--- src/rtl/lift_step_seq.sv ---
// 5/3 wavelet lifting-step sequencer: one in-place predict or update pass over an even/odd RAM pair.
// Define LIFT_SAT_EN to saturate write-back results instead of wrapping them modulo 2**W.
module lift_step_seq #(
    parameter int unsigned W  = 20,
    parameter int unsigned AW = 7,
    parameter int unsigned N  = 128
) (
    input  logic          clk,
    input  logic          rst,
    input  logic          start,
    input  logic          fwd_inv,
    input  logic          p,
    output logic          busy,
    output logic          done,
    output logic [AW-1:0] even_addr,
    output logic          even_we,
    output logic [W-1:0]  even_din,
    input  logic [W-1:0]  even_dout,
    output logic [AW-1:0] odd_addr,
    output logic          odd_we,
    output logic [W-1:0]  odd_din,
    input  logic [W-1:0]  odd_dout
);

    localparam int unsigned SW = W + 2;
    localparam logic [AW-1:0] LAST = AW'(N - 1);
`ifdef LIFT_SAT_EN
    localparam logic signed [SW-1:0] SAT_MAX = $signed({3'b000, {(W-1){1'b1}}});
    localparam logic signed [SW-1:0] SAT_MIN = $signed({3'b111, {(W-1){1'b0}}});
`endif

    typedef enum logic [1:0] {S_IDLE, S_RDA, S_RDB, S_WB} state_t;

    state_t                r_state;
    logic [AW-1:0]         r_idx;
    logic                  r_fwd;
    logic                  r_p;
    logic signed [W-1:0]   r_t;
    logic signed [W-1:0]   r_a;
    logic [W-1:0]          r_even_din;
    logic [W-1:0]          r_odd_din;

    logic [AW-1:0]         w_idx_next_clamp;
    logic signed [W-1:0]   w_b;
    logic signed [SW-1:0]  w_sum;
    logic signed [SW-1:0]  w_d;
    logic signed [SW-1:0]  w_full;
    logic [W-1:0]          w_res;

    // Lifting arithmetic on the operand arriving in WB; the write data must see it the same cycle.
    always_comb begin
        w_idx_next_clamp = (r_idx == LAST) ? r_idx : r_idx + AW'(1);
        w_b   = r_p ? $signed(even_dout) : $signed(odd_dout);
        w_sum = SW'(r_a) + SW'(w_b);
        if (r_p) w_d = w_sum >>> 1;
        else     w_d = (w_sum + SW'(2)) >>> 2;
        if (r_p == r_fwd) w_full = SW'(r_t) - w_d;
        else              w_full = SW'(r_t) + w_d;
`ifdef LIFT_SAT_EN
        if (w_full > SAT_MAX)      w_res = W'(SAT_MAX);
        else if (w_full < SAT_MIN) w_res = W'(SAT_MIN);
        else                       w_res = W'(w_full);
`else
        w_res = W'(w_full);
`endif
    end

    assign even_din = (r_state == S_WB && !r_p) ? w_res : r_even_din;
    assign odd_din  = (r_state == S_WB &&  r_p) ? w_res : r_odd_din;

    // Addresses are registered one state ahead so read data lands in the following state.
    always_ff @(posedge clk) begin
        if (rst) begin
            r_state    <= S_IDLE;
            r_idx      <= '0;
            r_fwd      <= 1'b0;
            r_p        <= 1'b0;
            r_t        <= '0;
            r_a        <= '0;
            r_even_din <= '0;
            r_odd_din  <= '0;
            busy       <= 1'b0;
            done       <= 1'b0;
            even_addr  <= '0;
            odd_addr   <= '0;
            even_we    <= 1'b0;
            odd_we     <= 1'b0;
        end else begin
            done <= 1'b0;
            case (r_state)
                S_IDLE: begin
                    if (start) begin
                        r_fwd     <= fwd_inv;
                        r_p       <= p;
                        r_idx     <= '0;
                        busy      <= 1'b1;
                        even_addr <= '0;
                        odd_addr  <= '0;
                        r_state   <= S_RDA;
                    end
                end
                S_RDA: begin
                    if (r_p) even_addr <= w_idx_next_clamp;
                    else     odd_addr  <= r_idx;
                    r_state <= S_RDB;
                end
                S_RDB: begin
                    if (r_p) begin
                        r_t      <= $signed(odd_dout);
                        r_a      <= $signed(even_dout);
                        odd_addr <= r_idx;
                        odd_we   <= 1'b1;
                    end else begin
                        r_t       <= $signed(even_dout);
                        r_a       <= $signed(odd_dout);
                        even_addr <= r_idx;
                        even_we   <= 1'b1;
                    end
                    r_state <= S_WB;
                end
                S_WB: begin
                    even_we <= 1'b0;
                    odd_we  <= 1'b0;
                    if (r_p) r_odd_din  <= w_res;
                    else     r_even_din <= w_res;
                    if (r_idx == LAST) begin
                        busy    <= 1'b0;
                        done    <= 1'b1;
                        r_state <= S_IDLE;
                    end else begin
                        r_idx     <= r_idx + AW'(1);
                        even_addr <= r_idx + AW'(1);
                        odd_addr  <= r_p ? r_idx + AW'(1) : r_idx;
                        r_state   <= S_RDA;
                    end
                end
                default: r_state <= S_IDLE;
            endcase
        end
    end

endmodule

--- config.mk ---
export PLATFORM = sky130hd
export DESIGN_NAME = lift_step_seq
export DESIGN_NICKNAME = d
export VERILOG_FILES = /design/src/rtl/lift_step_seq.sv
export SDC_FILE = /design/constraint.sdc
export NUM_CORES = 1
export LEC_CHECK = 0
export CAP_MARGIN = 30
export CORE_MARGIN = 2
export CORE_UTILIZATION = 50
export DETAILED_ROUTE_END_ITERATION = 8
export PLACE_DENSITY = 0.76
export SETUP_SLACK_MARGIN = 0.02
export SLEW_MARGIN = 20
export SYNTH_ARGS = -nofsm -noshare
export SYNTH_HDL_FRONTEND = slang
export SYNTH_SLANG_ARGS = --single-unit
--- constraint.sdc ---
create_clock -name clk -period 13.3 [get_ports clk]
set_clock_uncertainty 0.05 [all_clocks]
set_input_delay 3.99 -clock clk [delete_from_list [all_inputs] [get_ports clk]]
set_output_delay 3.99 -clock clk [all_outputs]
set_load 0.05 [all_outputs]
### Signal metal coverage by tile

The bar under the picture is 50 um long. 27 x 27 tiles, from black (low) to pale yellow (high), scaled to the fullest tile. Values are wire area over tile area, all layers added.
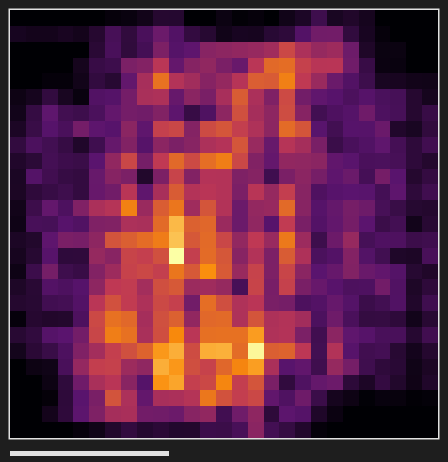
fullest tile: 1.1
nearly empty tiles: 9.3%
mean over tiles: 0.32
tiles over half the peak: 18%

### Signal wires on met1

The bar under the picture is 50 um long.
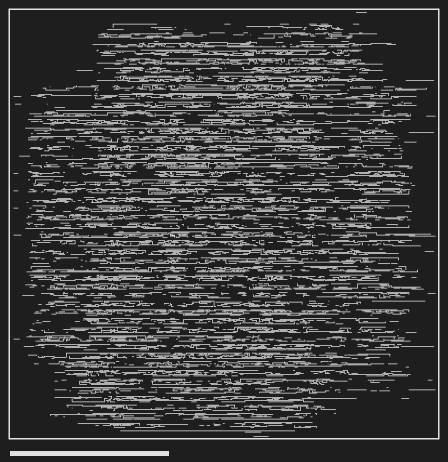
wire length on this layer: 12700 um
nets with wire on the layer: 1406
longest straight run: 54.7 um
share of all routed wire: 38%

### Cell area per tile

The bar under the picture is 50 um long. 13 x 13 tiles, from black (low) to pale yellow (high), 0 to 100% covered.
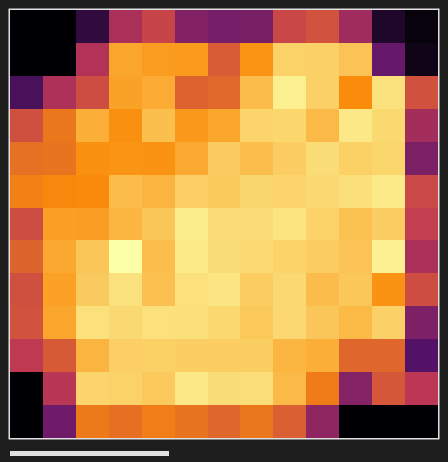
nearly empty tiles: 5.3%
tiles over 75% full: 60%
mean over tiles: 70%

### Routing congestion map

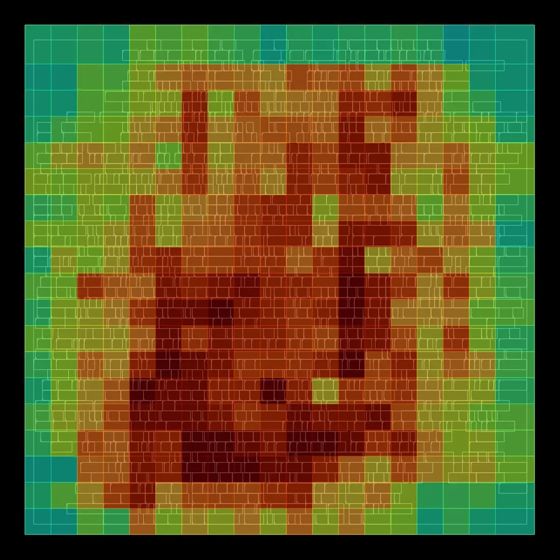
Most Crowded Layer GR: met2
met1 Usage GRT: 0.394
Routed WL per cell: 20.3 um
post-layout util: 0.780

==> out/metrics.cfg <==
[power_and_ir_drop]
p_per_area_nw_per_um2=296
vdd_drop_max_mv=0.153
p_leak_nw=5.35

[place]
post_dp_cell_area_um2=11300
hpwl_mm=18.5
placedCellCount=1569
post-place-ws_ns=-0.800
gp_congestion=0.939

[synthesis]
synth.distinct_cells=88
ys_cells=1125
async_flop_share=0
ys_warn_count=0
synthesis.area_um2=8520
syn-instance-count=1125
synth_top_flop_cell=dfxtp_1
edf_count=0
synth_nets=1218
yosys-stat-area_um2=8520
ys_seq_frac=0.256

[sta]
min_period_over_period=1.05
finalSetupTns_ns=-4.99
layout_setup_ws_ns=-0.712
rsz0062_at_grt=true
tightest_slew_ns=0.917
fmax_mhz=71.4
period_needed_ns=14.01
max_slew_margin=0.381
finalSetupViolations=14

[global_route]
track_usage=0.301
grt_pass1_wl_mm=44.5
gr-usage-met3=0.0383
grt_overflow=0
grt_pass1_vias=9115
grt_start_max_net_pins=70
use_met2=0.491
antenna_found_initial=0

[final_layout]
seq_cells=109
bufAreaShareNonClock=0.243
nets=1497
logic_gate_count=920
seq_area_frac=0.168
areaGrowthSynthToFinish_pct=52.5
sh_comb_area=0.535
nClkBuffers=9
antennaDiodeCount=0
comb_area_um2=6950
inverters=29
drive_gt1_frac=0.346
clkCellAreaFrac=0.0233
nFillCells=1030
seqCellArea_um2=2190
final_cell_count_no_fill=1629

[worst_setup_path]
crit_path_top_delay_cell=fa_2
crit_required_ns=9.26
crit_arrival_ns=9.97
critical_path.max_stage_delay_ns=0.42
rrSetupSlack_ns=6.20
crit_type=input port to output pin
startpoint_type=input port

[cts]
path_clk_slew_ns=0.08
h-tree-depth=3
cts_root_buf=clkbuf_16
clockBufferDepth=2
clk_latency_ns=0.38
numCtsBuffers=9

[status]
status=finished with violations
violations=negative setup slack

[routing]
topRoutingLayerUsed=met4
dr_wl_met3_mm=3.20
vias_per_cell=6.33
drc=0
met1_length_mm=12.7
route.met2.wl_mm=15.1
vias=10300
drt_iter0_drc=1133
drt-total-wl_mm=33.1
drt_pass1_iterations=6

[floorplan]
fp.dieW_um=135
tap_cells=220
num_io_pins=103
fp_util=0.512
die_area_um2=18100
num_rows=47
core_area_um2=16600

[flow_run]
cap_violations=0

==> metrics by stage <==
step / util / hold slack (ns) / power (mW)
global route: 0.780 / 0.445 / 4.02
CTS: 0.743 / 0.426 / 3.31
global placement: 0.678 / 0.401 / 2.71
finish: 0.780 / 0.423 / 3.84
floorplan: - / 0.394 / 1.82
detailed placement: 0.680 / 0.415 / 2.77
==> power by group <==
part           switching, mW  internal, mW  total [mW]
Clock                  0.149         0.134       0.283
Combinational           1.66          1.45        3.10
Sequential            0.0713         0.385       0.456
Total                   1.88          1.96        3.84
==> Yosys cell counts (11+ instances only) <==
cell | count | area [um2]
nor2_1 | 144 | 541
nand2_1 | 128 | 480
dfxtp_1 | 109 | 2180
a21oi_1 | 100 | 500
clkbuf_1 | 54 | 203
ha_1 | 46 | 576
nor3_1 | 46 | 230
o21ai_0 | 44 | 220
nor2b_1 | 41 | 257
mux2_2 | 35 | 394
xnor2_1 | 29 | 254
a211oi_1 | 28 | 210
inv_1 | 28 | 105
mux2i_1 | 28 | 280
nand3_1 | 23 | 115
xor2_1 | 21 | 184
a21o_1 | 16 | 120
nand2b_1 | 14 | 87.6
o211ai_1 | 11 | 82.6
o21a_1 | 11 | 82.6
==> cells by family (layout without fill, tap and decap cells) <==
group                      count (synthesis)  after routing  synth area share
and+or+nand+nor                          456            456             0.254
AOI/OAI and AO/OA                        298            298             0.234
DFF                                      109            109             0.256
buffers and inverters                     96            380            0.0448
muxes                                     66             66            0.0839
xor gates and xnor gates                  52             52            0.0552
adders and majority gates                 48             48            0.0723
==> repair_timing <==
action | CTS | global route
pin swaps | 59 | 63
setup buffers | 29 | 23
endpoints found under the setup margin | 20 | 14
resized | 150 | 106
==> critical path, delay by kind of cell <==
| kind | cells | cell delay [ns] |
|---|---|---|
| buffers and inverters | 3 | 0.45 |
| AND-OR/OR-AND | 9 | 2.18 |
| AND/OR/NAND/NOR | 9 | 1.83 |
| XOR/XNOR | 1 | 0.14 |
| multiplexers | 3 | 0.63 |
| adder cells (fa/ha/maj) | 2 | 0.74 |
==> layout by cell type (no fill, tap or decap), drive strengths merged, types with 4 or more instances in the layout <==
cell type / n
nand2: 128
and4: 5
or4: 5
o21a: 11
buf: 274
and2: 5
xnor2: 30
a22oi: 9
o21ai: 49
or2: 5
nand2b: 14
a21boi: 4
inv: 32
a21o: 16
o31ai: 6
a211oi: 29
o2111ai: 5
a31o: 5
clkbuf: 10
and3: 7
clkdlybuf4s50: 50
ha: 46
mux2i: 29
a21oi: 100
nor2: 144
mux2: 37
nor3: 46
nand3: 24
dfxtp: 109
xor2: 22
nand4: 9
dlygate4sd2: 6
a31oi: 10
nor4: 8
nor2b: 41
o211ai: 11
==> worst paths after layout <==
| path | endpoint | from | cells past startpoint |
|---|---|---|---|
| worst max-delay path | odd_din[19] | even_dout[0] | 27 |
| worst min-delay path | r_odd_din[4]$_SDFFE_PP0P_ | r_odd_din[4]$_SDFFE_PP0P_ | 2 |
| worst max register to register | r_even_din[19]$_SDFFE_PP0P_ | r_p$_SDFFE_PP0P_ | 26 |
| worst min register to register | r_odd_din[4]$_SDFFE_PP0P_ | r_odd_din[4]$_SDFFE_PP0P_ | 2 |
Power figures rest on the tool's default switching activity, not on a simulated workload.
